<file path="src/rtl/adder_sub_ctrl_if.sv">
// ----------------------------------------------------------------------------
// adder_sub_ctrl_if
// Command/response bundle between a command source and adder_sub_ctrl.
//
//   req_valid / req_ready  : command handshake (source -> controller)
//   req_op                 : 1 = add, 0 = subtract
//   req_a / req_b          : operands, DATA_WIDTH bits
//   rsp_valid / rsp_ready  : response handshake (controller -> source)
//   rsp_data               : result, DATA_WIDTH+1 bits
//   rsp_op                 : op that produced rsp_data
//
// master = command source, slave = controller.
// ----------------------------------------------------------------------------
interface adder_sub_ctrl_if #(
   parameter int DATA_WIDTH = 4
) ();

   logic                  req_valid;
   logic                  req_ready;
   logic                  req_op;
   logic [DATA_WIDTH-1:0] req_a;
   logic [DATA_WIDTH-1:0] req_b;

   logic                  rsp_valid;
   logic                  rsp_ready;
   logic [DATA_WIDTH:0]   rsp_data;
   logic                  rsp_op;

   modport master (
      output req_valid,
      output req_op,
      output req_a,
      output req_b,
      input  req_ready,
      input  rsp_valid,
      input  rsp_data,
      input  rsp_op,
      output rsp_ready
   );

   modport slave (
      input  req_valid,
      input  req_op,
      input  req_a,
      input  req_b,
      output req_ready,
      output rsp_valid,
      output rsp_data,
      output rsp_op,
      input  rsp_ready
   );

endinterface

</file>
<file path="src/rtl/adder_sub_ctrl.sv">
// ----------------------------------------------------------------------------
// adder_sub_ctrl
// Request-side controller for a registered adder/subtractor. Commands are
// registered onto the adder pins, the adder's one-cycle latency is tracked
// with a two-stage valid/op pipeline, and each result is captured into a
// small response FIFO that is returned over a valid/ready handshake.
//
// Ports:
//   clk            : rising-edge clock
//   rst            : synchronous, active-low reset
//   bus            : command/response handshake (adder_sub_ctrl_if.slave)
//   add_data_in_1  : adder operand 1 (registered)
//   add_data_in_2  : adder operand 2 (registered)
//   add_enable     : adder enable, high for the cycle after an acceptance
//   add_ctrl       : adder op select (1 = add, 0 = sub), registered
//   add_data_out   : adder result, valid one edge after add_enable
//   busy           : command in flight or response queued
// ----------------------------------------------------------------------------
module adder_sub_ctrl #(
   parameter int DATA_WIDTH = 4,
   parameter int RESP_DEPTH = 4
) (
   input  logic                  clk,
   input  logic                  rst,
   adder_sub_ctrl_if.slave       bus,
   output logic [DATA_WIDTH-1:0] add_data_in_1,
   output logic [DATA_WIDTH-1:0] add_data_in_2,
   output logic                  add_enable,
   output logic                  add_ctrl,
   input  logic [DATA_WIDTH:0]   add_data_out,
   output logic                  busy
);

   localparam int PTR_W   = $clog2(RESP_DEPTH);
   localparam int CNT_W   = PTR_W + 1;
   localparam int CRD_W   = PTR_W + 2;
   localparam int ENTRY_W = DATA_WIDTH + 2;   // {op, result}

   // ------------------------------------------------------------------
   // State
   // ------------------------------------------------------------------
   logic [DATA_WIDTH-1:0] add_a_q, add_a_d;
   logic [DATA_WIDTH-1:0] add_b_q, add_b_d;
   logic                  add_en_q, add_en_d;
   logic                  add_op_q, add_op_d;

   logic                  s1_valid_q, s1_valid_d;
   logic                  s1_op_q, s1_op_d;
   logic                  s2_valid_q, s2_valid_d;
   logic                  s2_op_q, s2_op_d;

   logic [PTR_W-1:0]      wr_ptr_q, wr_ptr_d;
   logic [PTR_W-1:0]      rd_ptr_q, rd_ptr_d;
   logic [CNT_W-1:0]      count_q, count_d;

   logic [ENTRY_W-1:0]    entry [RESP_DEPTH];

   // ------------------------------------------------------------------
   // Handshake qualifiers
   // ------------------------------------------------------------------
   logic               accept;
   logic               push;
   logic               pop;
   logic               fifo_nonempty;
   logic [CRD_W-1:0]   credit_used;
   logic [ENTRY_W-1:0] head;

   // Every command in flight already owns a FIFO slot, so the credit check
   // counts the pipeline stages as well as queued entries. Only registered
   // state feeds this, keeping req_ready independent of req_valid.
   assign credit_used   = CRD_W'(count_q) + CRD_W'(s1_valid_q) + CRD_W'(s2_valid_q);
   assign bus.req_ready = (credit_used < CRD_W'(RESP_DEPTH));

   assign fifo_nonempty = (count_q != '0);
   assign accept        = bus.req_valid & bus.req_ready;
   // Stage 2 lines up with the edge at which add_data_out holds this
   // command's result, so its valid doubles as the FIFO push strobe.
   assign push          = s2_valid_q;
   assign pop           = fifo_nonempty & bus.rsp_ready;

   // ------------------------------------------------------------------
   // Next-state logic
   // ------------------------------------------------------------------
   always_comb begin
      add_a_d    = add_a_q;
      add_b_d    = add_b_q;
      add_op_d   = add_op_q;
      add_en_d   = accept;
      s1_valid_d = accept;
      s1_op_d    = bus.req_op;
      s2_valid_d = s1_valid_q;
      s2_op_d    = s1_op_q;
      wr_ptr_d   = wr_ptr_q;
      rd_ptr_d   = rd_ptr_q;
      count_d    = count_q;

      // Operands and op are only refreshed on acceptance; when idle the
      // adder simply sees enable low and holds its output.
      if (accept) begin
         add_a_d  = bus.req_a;
         add_b_d  = bus.req_b;
         add_op_d = bus.req_op;
      end

      if (push) begin
         wr_ptr_d = wr_ptr_q + PTR_W'(1);
      end
      if (pop) begin
         rd_ptr_d = rd_ptr_q + PTR_W'(1);
      end

      // Push and pop together leave the count unchanged.
      case ({push, pop})
         2'b10:   count_d = count_q + CNT_W'(1);
         2'b01:   count_d = count_q - CNT_W'(1);
         default: count_d = count_q;
      endcase
   end

   // ------------------------------------------------------------------
   // Control / pipeline registers
   // ------------------------------------------------------------------
   always_ff @(posedge clk) begin
      if (!rst) begin
         add_a_q    <= '0;
         add_b_q    <= '0;
         add_en_q   <= 1'b0;
         add_op_q   <= 1'b0;
         s1_valid_q <= 1'b0;
         s1_op_q    <= 1'b0;
         s2_valid_q <= 1'b0;
         s2_op_q    <= 1'b0;
         wr_ptr_q   <= '0;
         rd_ptr_q   <= '0;
         count_q    <= '0;
      end else begin
         add_a_q    <= add_a_d;
         add_b_q    <= add_b_d;
         add_en_q   <= add_en_d;
         add_op_q   <= add_op_d;
         s1_valid_q <= s1_valid_d;
         s1_op_q    <= s1_op_d;
         s2_valid_q <= s2_valid_d;
         s2_op_q    <= s2_op_d;
         wr_ptr_q   <= wr_ptr_d;
         rd_ptr_q   <= rd_ptr_d;
         count_q    <= count_d;
      end
   end

   // ------------------------------------------------------------------
   // Response FIFO storage: one register per entry, written when the
   // write pointer selects it. Entries are cleared on reset so the head
   // never exposes uninitialised data.
   // ------------------------------------------------------------------
   generate
      for (genvar gi = 0; gi < RESP_DEPTH; gi++) begin : g_entry
         logic [ENTRY_W-1:0] entry_q;
         logic [ENTRY_W-1:0] entry_d;

         always_comb begin
            entry_d = entry_q;
            if (push && (wr_ptr_q == PTR_W'(gi))) begin
               entry_d = {s2_op_q, add_data_out};
            end
         end

         always_ff @(posedge clk) begin
            if (!rst) begin
               entry_q <= '0;
            end else begin
               entry_q <= entry_d;
            end
         end

         assign entry[gi] = entry_q;
      end
   endgenerate

   // ------------------------------------------------------------------
   // Outputs
   // ------------------------------------------------------------------
   assign head = entry[rd_ptr_q];

   // Head is masked while empty so an idle port shows zeros rather than
   // the last consumed entry.
   assign bus.rsp_valid = fifo_nonempty;
   assign bus.rsp_data  = fifo_nonempty ? head[DATA_WIDTH:0] : '0;
   assign bus.rsp_op    = fifo_nonempty ? head[DATA_WIDTH+1] : 1'b0;

   assign add_data_in_1 = add_a_q;
   assign add_data_in_2 = add_b_q;
   assign add_enable    = add_en_q;
   assign add_ctrl      = add_op_q;

   assign busy = s1_valid_q | s2_valid_q | fifo_nonempty;

endmodule

</file>
<file path="src/flat_wrapper.sv">
// flat-port wrapper written by rule: the top's interface ports become plain ports
module adder_sub_ctrl_flat 
#(
   parameter int DATA_WIDTH = 4,
   parameter int RESP_DEPTH = 4
)
  (clk, rst, add_data_in_1, add_data_in_2, add_enable, add_ctrl, add_data_out, busy, bus_req_valid, bus_req_op, bus_req_a, bus_req_b, bus_req_ready, bus_rsp_valid, bus_rsp_data, bus_rsp_op, bus_rsp_ready);
  adder_sub_ctrl_if #(.DATA_WIDTH(DATA_WIDTH)) bus_i ();
  input  logic clk;
  input  logic rst;
  output logic [DATA_WIDTH-1:0] add_data_in_1;
  output logic [DATA_WIDTH-1:0] add_data_in_2;
  output logic add_enable;
  output logic add_ctrl;
  input  logic [DATA_WIDTH:0] add_data_out;
  output logic busy;
  input wire logic [$bits(bus_i.req_valid)-1:0] bus_req_valid;
  input wire logic [$bits(bus_i.req_op)-1:0] bus_req_op;
  input wire logic [$bits(bus_i.req_a)-1:0] bus_req_a;
  input wire logic [$bits(bus_i.req_b)-1:0] bus_req_b;
  output wire logic [$bits(bus_i.req_ready)-1:0] bus_req_ready;
  output wire logic [$bits(bus_i.rsp_valid)-1:0] bus_rsp_valid;
  output wire logic [$bits(bus_i.rsp_data)-1:0] bus_rsp_data;
  output wire logic [$bits(bus_i.rsp_op)-1:0] bus_rsp_op;
  input wire logic [$bits(bus_i.rsp_ready)-1:0] bus_rsp_ready;
  assign bus_i.req_valid = bus_req_valid;
  assign bus_i.req_op = bus_req_op;
  assign bus_i.req_a = bus_req_a;
  assign bus_i.req_b = bus_req_b;
  assign bus_req_ready = bus_i.req_ready;
  assign bus_rsp_valid = bus_i.rsp_valid;
  assign bus_rsp_data = bus_i.rsp_data;
  assign bus_rsp_op = bus_i.rsp_op;
  assign bus_i.rsp_ready = bus_rsp_ready;
  adder_sub_ctrl #(.DATA_WIDTH(DATA_WIDTH), .RESP_DEPTH(RESP_DEPTH)) u_core (.clk(clk), .rst(rst), .bus(bus_i), .add_data_in_1(add_data_in_1), .add_data_in_2(add_data_in_2), .add_enable(add_enable), .add_ctrl(add_ctrl), .add_data_out(add_data_out), .busy(busy));
endmodule
</file>
<file path="config.mk">
export PLATFORM = sky130hd
export DESIGN_NAME = adder_sub_ctrl_flat
export DESIGN_NICKNAME = d
export VERILOG_FILES = /design/src/rtl/adder_sub_ctrl_if.sv /design/src/rtl/adder_sub_ctrl.sv /design/src/flat_wrapper.sv
export SDC_FILE = /design/constraint.sdc
export NUM_CORES = 1
export LEC_CHECK = 0
export CELL_PAD_IN_SITES_DETAIL_PLACEMENT = 1
export CELL_PAD_IN_SITES_GLOBAL_PLACEMENT = 1
export CORE_ASPECT_RATIO = 1.2
export CORE_MARGIN = 8
export CORE_UTILIZATION = 41
export CTS_CLUSTER_SIZE = 10
export DETAILED_ROUTE_END_ITERATION = 10
export MAX_ROUTING_LAYER = met4
export PLACE_DENSITY = 0.94
export SYNTH_ARGS = -nofsm -noshare
export SYNTH_HDL_FRONTEND = slang
export SYNTH_SLANG_ARGS = --single-unit
</file>
<file path="constraint.sdc">
create_clock -name clk -period 5.1 [get_ports clk]
set_input_delay 0.765 -clock clk [delete_from_list [all_inputs] [get_ports clk]]
set_output_delay 0.765 -clock clk [all_outputs]
set_load 0.02 [all_outputs]
</file>
==> run_1/met2.png <==
Scale bar: 20 um.
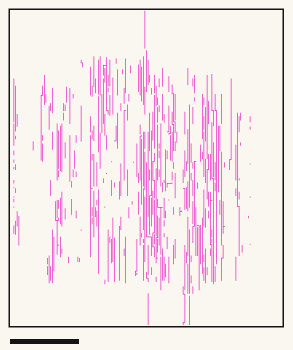
The wires run mostly vertical. The longest straight run is 44.2 um. The layer holds 49% of the routed length. The layer carries 2340 um of wire.
DRT Wirelength: 4.776 mm
met2 usage: 23.60%

==> run_1/metal_stack.png <==
Scale bar: 20 um. Two of the layers only.
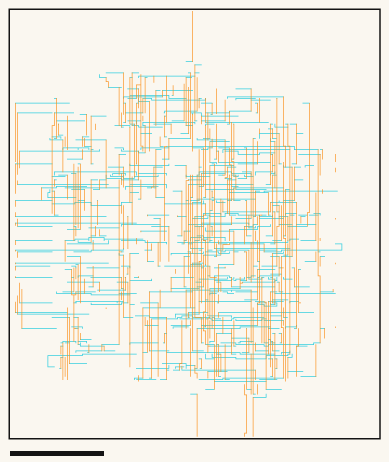
met1: drawn in cyan, wire length 2030 um. met2: drawn in orange, wire length 2340 um.

==> run_1/final_clocks.png <==
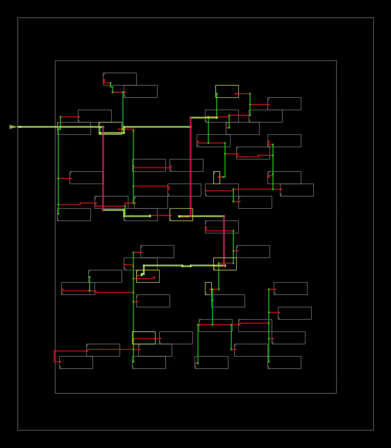
P_clk: 223 uW
total CTS buffers: 5

==> run_1/pdn.png <==
Scale bar: 20 um. Pins as bars on the die edge.
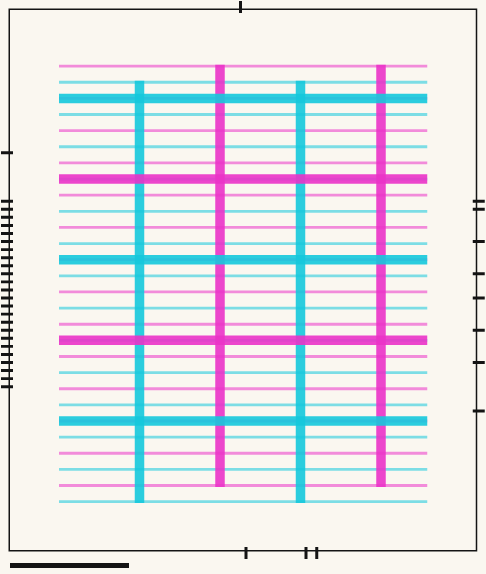
VSS: drawn in cyan. VDD: drawn in magenta.
28 met1 rails follow the rows. 37 signal pins sit on the boundary. 5 straps on met5. The core has 27 rows.
Worst VDD drop: 219.0 uV
die height: 91.07 um
Core Region: 0.004561 mm2
Horiz. Die Dim: 78.56 um

==> results_slide.txt, run 1 <==
Key Metrics from the Run

Yosys
  – Ys flop type: dfxtp_1
  – Synth Net Count: 240
  – Ys flops: around 44
  – Mapped Area: between 0.0015 and 0.002 mm2
  – Number of cells in Yosys stat: between 200 and 250
  – Synth Warn #: 0
  – Syn avg cell area: between 8 and 9 um2
  – Chip area in the Yosys report: 0.001926 mm2
  – Synth mux share: 12.22%
  – Xor+xnor area frac: 2.274%
  – Most numerous cell in the Yosys netlist: nand2_1
  – Synth cell count leaders: nand2_1 (46), dfxtp_1 (44), a21oi_1 (28)
  – Top cell area share: 45.74%
  – Post-synthesis cell count: 215
  – Post-Synth Simple-Gate Area: 21.31%
  – Comb area leader: simple AND/OR/NAND/NOR gates
  – Synth Seq Share: 45.74%
  – Post-synthesis adder-cell area fraction: 4.938%
  – Post-synth top area cell: dfxtp_1

Power
  – Clk pwr share: about a quarter
  – Flop pwr share: a little under half
  – Static Leakage: between 0.0008 and 0.0009 uW
  – Comb pwr share: 26.0%
  – Tot Pwr: 849.8 uW
  – Sw Share: 31.61%
  – Sw power: around 270 uW

Timing
  – Clock Skew: ~0.0055 ns
  – Hold Violations, Final: 0
  – Tmin final: 3.397 ns
  – Worst hold slack: approximately 0.44 ns
  – Fin Setup TNS: 0 ns
  – Setup violators final: 0
  – Slew Limit Headroom: 22.98%
  – Cycle use final: 66.61%
  – Worst Setup Slack, final: ~1.7 ns
  – RSZ-0062 raised after global routing: false

Placed design
  – DP Area: 0.002305 mm2
  – Setup WS pre-CTS: 2.029 ns
  – Port bufs: 36

Clock tree
  – Postcts setup bufs: 0
  – CTS root buf: clkbuf_8
  – H-tree Lvls: 2
  – Clk_lat worst skew: around 0.30 ns
  – Reg clk slew, reported paths: ~0.080 ns
  – Clk buf depth: 2
  – CTS sink count: 44
  – CTS tree: built
  – Resized cells post-CTS: 0

Setup path
  – Worst Path Required: 4.34 ns
  – Kind of end point of the critical path: output port
  – Setup crit start kind: register
  – Crit path buffers/inverters: 1
  – Data arrival time of the worst path: 2.63 ns
  – Worst path slowest cell: dfxtp_1
  – CP Cell Sequence: ha_1, a21o_1, a21oi_1, clkdlybuf4s50_1
  – Worst Setup Path Type: reg2out

Drt
  – Post-route antenna net violation count: 0
  – Drt pass-1 iters: 4
  – Vias post-DR: 1585
  – DR WL/cell: 15.61 um
  – Detailed Route Iter0 Violations: 134

Floorplanning
  – Die area: 0.007154 mm2
  – Site Rows: 27
  – Core Util at FP: 42.22%
  – Num ports: 37

GRT
  – Largest net degree at the start of global routing: 34
  – Tot GR Track Use: 14.61%
  – GRT overflow: 0
  – Wire length of the first global-routing pass: approximately 8.1 mm
  – Vias in the first global route: ~1800

Final layout
  – Fill cell count: approximately 530
  – Non-Filler Instances: just over 300
  – Post-layout util: 52.51%
  – Layout cells sized above 1: 5.645%
  – Nets: 272
  – Antenna Cells: 0

Flow run
  – Maxcap violations: 0
  – Log Warnings: 29

Outcome
  – Run status: completed

Min path
  – Hold WC Path Type: reg2reg
[run 1: power groups by stage]
stage	combinational, uW	clock [uW]	sequential [uW]
floorplan	149	0	400
global placement	215	0	413
detailed placement	223	0	416
CTS	226	227	408
global route	243	246	413
finish	221	223	406
[run 1: sequential cells by signal (all words and copies together), names as in the netlist]
| name | flops |
|---|---|
| u_core.add_ctrl | 1 |
| u_core.push | 1 |
| u_core.add_data_in_1 | 4 |
| u_core.add_enable | 1 |
| u_core.s1_op_q | 1 |
| u_core.wr_ptr_q | 2 |
| u_core.rd_ptr_q | 2 |
| u_core.s2_op_q | 1 |
| u_core.g_entry.entry_q | 24 |
| u_core.count_q | 3 |
| u_core.add_data_in_2 | 4 |
[run 1: cell usage in the layout (no fill, tap or decap), types with 4 or more instances in the layout]
cell,Yosys,routed
nand2_1,46,46
dfxtp_1,44,44
clkdlybuf4s50_1,0,36
a21oi_1,28,28
nand3_1,24,24
mux2i_1,10,10
inv_1,9,9
nor2_1,7,7
mux4_2,6,6
nor2b_1,6,6
ha_1,6,6
clkbuf_8,0,6
xor2_1,4,4
[run 1: cell type report]
class	count	area, um2	area share (%)
repair buffers	36	360.3	15.05
inverters	10	37.54	1.567
flip-flops and latches	44	880.8	36.78
clock buffers	8	90.09	3.762
multi-input cells	150	953.4	39.81
well taps	58	72.57	3.030
[run 1: final timing paths]
check,startpoint,end,slack [ns],depth (start not counted)
hold reg to reg,u_core.s1_op_q,u_core.s2_op_q,0.44,1
setup reg to reg,u_core.push,u_core.add_data_in_1[0],2.28,4
setup / recovery,u_core.push,bus_req_ready,1.70,4
hold / removal,u_core.s1_op_q,u_core.s2_op_q,0.44,1
[run 1: routing by layer]
metal	global-route usage (%)	share of wire [%]
met1	16.30	42
met4	5.263	1.9
met2	23.60	49
met3	4.931	6.6
met5	-	0
==> run_1/met3.png <==
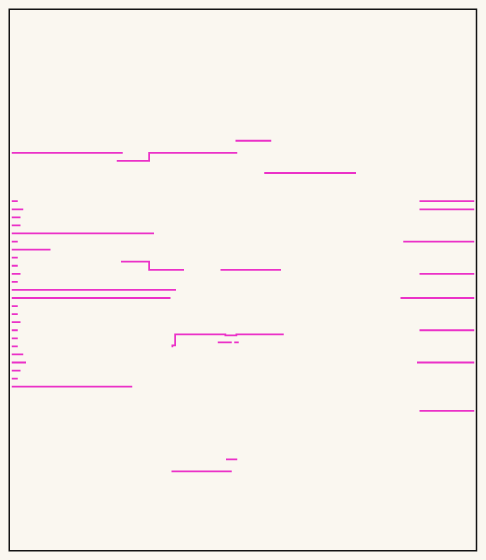

--- run 2 (diff from run 1) ---
--- a/config.mk
+++ b/config.mk
@@ -9,11 +9,11 @@
 export CELL_PAD_IN_SITES_GLOBAL_PLACEMENT = 1
 export CORE_ASPECT_RATIO = 1.2
 export CORE_MARGIN = 8
-export CORE_UTILIZATION = 41
+export CORE_UTILIZATION = 38
 export CTS_CLUSTER_SIZE = 10
 export DETAILED_ROUTE_END_ITERATION = 10
 export MAX_ROUTING_LAYER = met4
-export PLACE_DENSITY = 0.94
+export PLACE_DENSITY = 0.89
 export SYNTH_ARGS = -nofsm -noshare
 export SYNTH_HDL_FRONTEND = slang
 export SYNTH_SLANG_ARGS = --single-unit
==> constraint.sdc (replaced) <==
create_clock -name clk -period 3.39 [get_ports clk]
set_input_delay 0.5085 -clock clk [delete_from_list [all_inputs] [get_ports clk]]
set_output_delay 0.5085 -clock clk [all_outputs]
set_load 0.02 [all_outputs]
==> run_2/met3.png <==
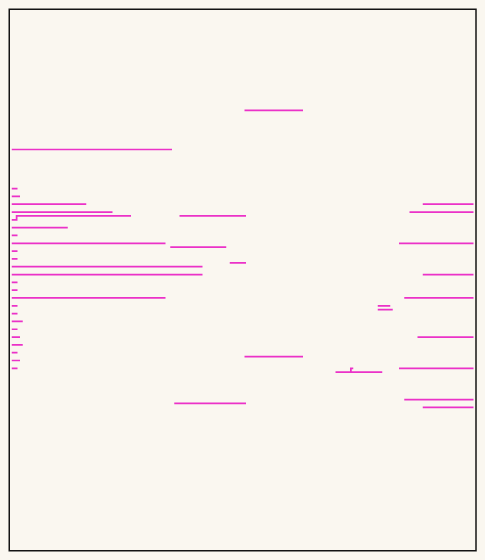
The longest straight run is 32.9 um. The layer holds 7.9% of the routed length.

==> run_2/metal_stack.png <==
Scale bar: 20 um. Two of the layers only.
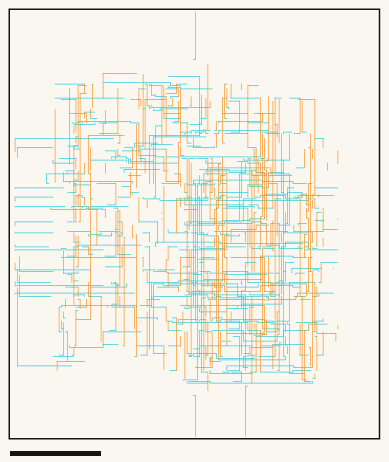
met1: drawn in cyan, wire length 2070 um. met2: drawn in orange, wire length 2370 um.
DR WL/cell: 15.72 um
DRT Wirelength: 4.888 mm
Tot GR Track Use: 13.98%
vias post-DR: 1623

==> run 2 against run 1 <==
Synthesized area stayed put. Design area rose by 1.1%. Final cell count increased by 1.6%. Via count is 2.4% higher. Sequential share of layout area fell by 0.42 points. Total power up 52%. Setup slack lost 1.0 ns. Critical path type unchanged. Largest cell class unchanged.
==> results_slide.txt, run 2 <==
Key Metrics from the Run

Outcome
  – Run status: completed

Yosys
  – Syn avg cell area: about 9 um2
  – Chip area in the Yosys report: between 0.0015 and 0.002 mm2
  – Ys flops: 44
  – Top cell area share: between 40% and 50%
  – Synth Net Count: 240
  – Synth cell count leaders: nand2_1 (46), dfxtp_1 (44), a21oi_1 (28)
  – Ys flop type: dfxtp_1
  – Number of cells in Yosys stat: about 220
  – Post-synth top area cell: dfxtp_1
  – Synth Warn #: 0
  – Most numerous cell in the Yosys netlist: nand2_1
  – Synth Seq Share: 45.74%
  – Mapped Area: 0.001926 mm2

Setup path
  – Kind of end point of the critical path: output port
  – Worst Setup Path Type: reg2out
  – CP Cell Sequence: mux4_2, nor2b_1, clkdlybuf4s50_1
  – Crit path buffers/inverters: 1
  – Worst Path Required: ~2.9 ns
  – Setup crit start kind: register
  – Worst reg2reg path startpoint: u_core.count_q[1]
  – Worst path slowest cell: dfxtp_1
  – RR Endpoint: u_core.count_q[2]
  – Data arrival time of the worst path: around 2.2 ns
  – Worst r2r path cells: 8
  – R2r setup slk: 1.36 ns

Timing
  – Fin. max-slew vios: 0
  – Worst hold slack: 0.4582 ns
  – Setup violators final: 0
  – Clock Skew: about 0.0076 ns
  – Hold Violations, Final: 0
  – Cycle use final: about four fifths
  – RSZ-0062 raised after global routing: false
  – Tmin final: 2.707 ns
  – Fin Setup TNS: 0 ns
  – Slew Limit Headroom: 36.01%

Power
  – Clk pwr share: between 20% and 30%
  – P_clk: 344 uW
  – Comb pwr share: 26.3%
  – Top power group: sequential cells
  – Sw Share: between 30 and 40%
  – Sw power: 415.1 uW
  – Flop pwr share: 47.0%
  – Seq power: 605 uW
  – Worst VDD drop: 238.7 uV
  – Power Combinational: 339 uW

Clock tree
  – Resized cells post-CTS: 0
  – Total CTS buffers: 5
  – CTS tree: built
  – CTS root buf: clkbuf_8
  – Clk buf depth: 2
  – CTS sink count: 44
  – Postcts setup bufs: 0
  – H-tree Lvls: 2
  – Clk_lat worst skew: 0.30 ns
  – Reg clk slew, reported paths: 0.08 ns

Final layout
  – Layout cells sized above 1: 7.570%
  – Antenna Cells: 0
  – Post-layout util: roughly 49%
  – Max reg flops: 24
  – Most numerous logic cell after layout: nand2_1
  – Biggest register: u_core.g_entry.entry_q
  – Nets: 275
  – Most instantiated logic cells after routing: nand2_1 (46), dfxtp_1 (44), clkdlybuf4s50_1 (36), a21oi_1 (28), nand3_1 (24)

Placed design
  – Port bufs: 36
  – DP Area: 0.002330 mm2
  – GPL Wtd Cong: 0.7606

Drt
  – Post-route antenna net violation count: 0
  – Detailed Route Iter0 Violations: 126
  – Drt pass-1 iters: 4

GRT
  – Largest net degree at the start of global routing: 33
  – GRT overflow: 0
  – Vias in the first global route: about 1700

Min path
  – Hold Path Origin: u_core.g_entry[3].entry_q[1]
  – WHS Endpoint: u_core.g_entry[3].entry_q[1]
  – Hold-critical path depth: 2
  – Hold WC Path Type: reg2reg

Flow run
  – Maxcap violations: 0
  – Log Warnings: 29

Floorplanning
  – Num ports: 37
  – Core Region: ~0.0049 mm2
  – Die area: 0.007611 mm2
  – Core Util at FP: 39.26%
  – Horiz. Die Dim: 80.99 um
  – Die height: 93.98 um
  – Site Rows: 28
## run 2: cell counts after synthesis
No cell type changed its count.
## run 2: routing by layer
metal  vias up  wire (um)  track usage [%]
li1        788          -                -
met5         -          0                -
met2        46       2365            22.64
met4         0         68            5.224
met1       782       2072            14.97
met3         7        383            5.556
## run 2: cell families after synthesis
logic type      synth area share, %
simple gates                  21.31
flops                         45.74
compound gates                8.772
buf+inv                       4.743
mux                           12.22
fa+ha+maj                     4.938
xor+xnor                      2.274
## run 2: layout make-up
cell class,count,area (um2),area share [%]
repair buffers,39,382.9,15.81
well taps,60,75.07,3.099
clock inverters,2,10.01,0.4132
flip-flops and latches,44,880.8,36.36
inverters,10,37.54,1.550
multi-input cells,150,953.4,39.36
clock buffers,6,82.58,3.409
## run 2: metrics by stage
| stage | setup slack [ns] | total power [uW] | instances |
|---|---|---|---|
| 2_1_floorplan | 1.530 | 825.6 | 215 |
| 3_3_place_gp | 0.9504 | 947.4 | 303 |
| 3_5_place_dp | 0.9079 | 964.1 | 303 |
| 4_1_cts | 0.6511 | 1309 | 311 |
| 5_1_grt | 0.5901 | 1364 | 311 |
| 6_report | 0.6829 | 1288 | 311 |
## run 2: worst max-delay path by stage
stage	startpoint	endpoint	slack, ns	depth (start not counted)
2_1_floorplan	bus_rsp_ready	u_core.count_q[2]	1.53	8
3_3_place_gp	bus_rsp_ready	u_core.count_q[2]	0.95	9
3_5_place_dp	bus_rsp_ready	u_core.count_q[2]	0.91	9
4_1_cts	u_core.rd_ptr_q[0]	bus_rsp_data[3]	0.65	3
5_1_grt	u_core.rd_ptr_q[0]	bus_rsp_data[0]	0.59	3
6_report	u_core.rd_ptr_q[0]	bus_rsp_data[0]	0.68	3
==> run_2/final_clocks.png <==
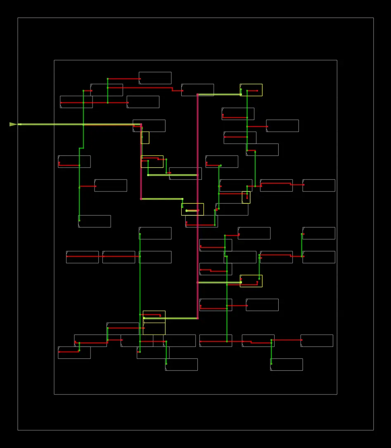

--- run 3 (diff from run 2) ---
==> constraint.sdc (replaced) <==
create_clock -name clk -period 2.57 [get_ports clk]
set_input_delay 0.3855 -clock clk [delete_from_list [all_inputs] [get_ports clk]]
set_output_delay 0.3855 -clock clk [all_outputs]
set_load 0.02 [all_outputs]
==> run_3/final_clocks.png <==
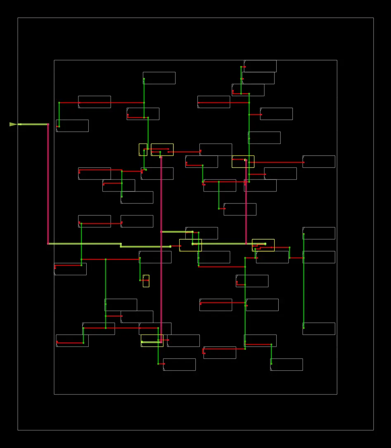
clk_lat worst skew: 0.30 ns
CTS sink count: 44
P_clk: 415 uW
clkbuf count: 6

==> run_3/pdn.png <==
Scale bar: 20 um. Pins as bars on the die edge.
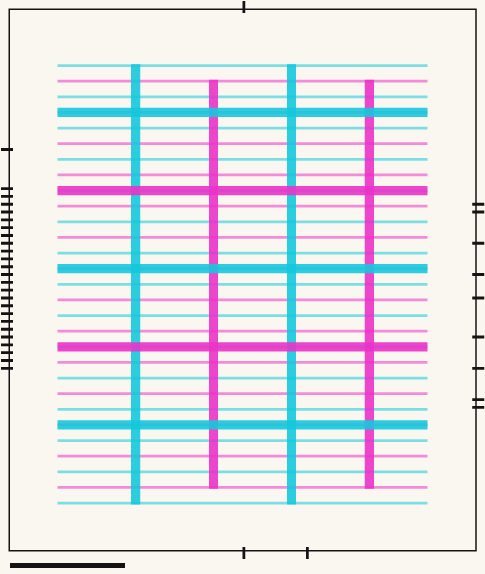
VDD: drawn in magenta. VSS: drawn in cyan.
29 met1 rails follow the rows. 5 straps on met5. The core has 28 rows. 4 straps on met4. 37 signal pins sit on the boundary.

==> run 3 against run 2 <==
Final cell count up 0.64%. Register-to-register slack worse by 0.85 ns. Via count up 0.49%. Design area up 0.83%. Critical path depth up 1. Sequential share of layout area down 0.30 points. Wire length up 3.3%. Critical endpoint unchanged. Largest power group unchanged.
==> results_slide.txt, run 3 <==
Key Metrics from the Run

Yosys
  – Synth Warn #: 0
  – Post-synth top area cell: dfxtp_1
  – Synth cell count leaders: nand2_1 (46), dfxtp_1 (44), a21oi_1 (28)
  – Top cell area share: 45.74%
  – Ys flops: 44
  – Post-synthesis cell count: 215
  – Synth Net Count: approximately 240
  – Mapped Area: 0.001926 mm2
  – Most numerous cell in the Yosys netlist: nand2_1
  – Number of cells in Yosys stat: approximately 220
  – Ys flop type: dfxtp_1
  – Chip area in the Yosys report: 0.001926 mm2
  – Synth Seq Share: a little under half
  – Syn avg cell area: 8.956 um2

GRT
  – Vias in the first global route: 1762
  – GRT overflow: 0
  – Wire length of the first global-routing pass: 8.314 mm
  – Largest net degree at the start of global routing: 33
  – Tot GR Track Use: 14.53%

Setup path
  – Worst Path Required: 2.18 ns
  – Worst path slowest cell: clkdlybuf4s50_1
  – Crit path buffers/inverters: 2
  – Data arrival time of the worst path: 2.10 ns
  – Setup crit start kind: register
  – CP Cell Sequence: buf_12, mux4_2, nor2b_1, clkdlybuf4s50_1
  – Worst Setup Path Type: reg2out
  – Worst Setup SP: u_core.rd_ptr_q[0]
  – Kind of end point of the critical path: output port
  – Worst reg2reg path startpoint: u_core.count_q[1]

Clock tree
  – Clk buf depth: 2
  – Total CTS buffers: 5
  – Resized cells post-CTS: 0
  – CTS tree: built
  – H-tree Lvls: 2
  – # hold bufs at CTS: 0
  – CTS root buf: clkbuf_8
  – Postcts setup bufs: 0
  – Reg clk slew, reported paths: 0.08 ns

Drt
  – Drt pass-1 iters: 4
  – Detailed Route Iter0 Violations: 97
  – M1 WL: 2.190 mm
  – DR WL/cell: 16.13 um
  – Post-route antenna net violation count: 0
  – Wire length on met2: ~2.5 mm
  – Met3 WL: 286 um
  – Top sig layer: met4
  – Vias post-DR: 1631
  – DRC viols: 0
  – DRT Wirelength: just over 5 mm

Placed design
  – Placed Instances: 306
  – Detailed placement HPWL: between 3 and 4 mm
  – Port bufs: 36
  – DP Area: 0.002365 mm2
  – GPL Wtd Cong: between 0.7 and 0.8

Final layout
  – Nets: 278
  – Layout cells sized above 1: a little under 8%
  – Logic area: 953.4 um2
  – Most instantiated logic cells after routing: nand2_1 (46), dfxtp_1 (44), clkdlybuf4s50_1 (36), a21oi_1 (28), nand3_1 (24)
  – Most numerous logic cell after layout: nand2_1
  – Biggest register: u_core.g_entry.entry_q
  – Antenna Cells: 0
  – Non-Filler Instances: 313
  – Post-layout util: 49.80%
  – Fill cell count: ~600
  – Register area: 880.8 um2
  – Max reg flops: 24

Power
  – Worst VDD drop: between 300 and 400 uV
  – Static Leakage: 0.0008988 uW

Min path
  – Hold WC Path Type: reg2reg
  – Hold Path Origin: u_core.g_entry[3].entry_q[2]

Floorplanning
  – Die area: 0.007611 mm2
  – Core Region: 0.004905 mm2
  – Die height: 93.98 um
  – Num ports: 37
  – Core Util at FP: between 30% and 40%
  – Site Rows: 28
  – Horiz. Die Dim: 80.99 um

Timing
  – Fin. max-slew vios: 0
  – Setup violators final: 0
  – Fin Setup TNS: 0 ns
  – Slew Limit Headroom: 74.68%
  – Cycle use final: 96.61%
  – RSZ-0062 raised after global routing: false
  – Hold Violations, Final: 0
  – Worst hold slack: 0.4581 ns
  – Tmin final: 2.483 ns
  – Clock Skew: 0.009136 ns

Flow run
  – Log Warnings: 29
  – Maxcap violations: 0

Outcome
  – Run status: completed
## run 3: cell counts after synthesis
Identical to the previous run, type by type.
## run 3: cell families after synthesis
kind of cell | share of synthesized area, %
flops | 45.74
xor+xnor | 2.274
mux | 12.22
buf+inv | 4.743
fa+ha+maj | 4.938
simple gates | 21.31
compound gates | 8.772
## run 3: through the flow
| step | total power (uW) | setup slack [ns] |
|---|---|---|
| after floorplan | 1089 | 0.7245 |
| after global placement | 1299 | 0.3009 |
| after detailed placement | 1327 | 0.1673 |
| after CTS | 1741 | 0.06342 |
| after global routing | 1808 | 0.02084 |
| final | 1717 | 0.08708 |
## run 3: worst paths after layout
| kind | slack (ns) | endpoint | cells past startpoint |
|---|---|---|---|
| hold reg to reg | 0.46 | u_core.g_entry[3].entry_q[2] | 2 |
| setup / recovery | 0.09 | bus_rsp_data[0] | 4 |
| setup reg to reg | 0.51 | u_core.count_q[2] | 8 |
| hold / removal | 0.46 | u_core.g_entry[3].entry_q[2] | 2 |
## run 3: layout make-up
class	count	area share [%]
Tap cell	60	3.074
Clock buffer	6	2.971
Clock inverter	1	0.2049
Timing Repair Buffer	42	17.11
Inverter	10	1.537
Multi-Input combinational cell	150	39.04
Sequential cell	44	36.07
## run 3: routing by layer
| metal | track usage (%) | up-vias |
|---|---|---|
| met5 | - | - |
| met3 | 3.640 | 7 |
| met1 | 16.57 | 777 |
| met4 | 6.269 | 0 |
| li1 | - | 798 |
| met2 | 23.44 | 49 |
## run 3: tightest hold or removal path: stages, from the launching register on
cell,delay [ns]
dfxtp_1,0.31
nand2_1,0.05
a21oi_1,0.05
## run 3: power by group
group	internal (uW)	total (uW)	switching [uW]	leakage, uW
Clock	185	415	230	0.0000410
Combinational	252	516	264	0.000500
Sequential	724	786	61.7	0.000358
No activity file was given, so power comes from the tool's default toggle rates.
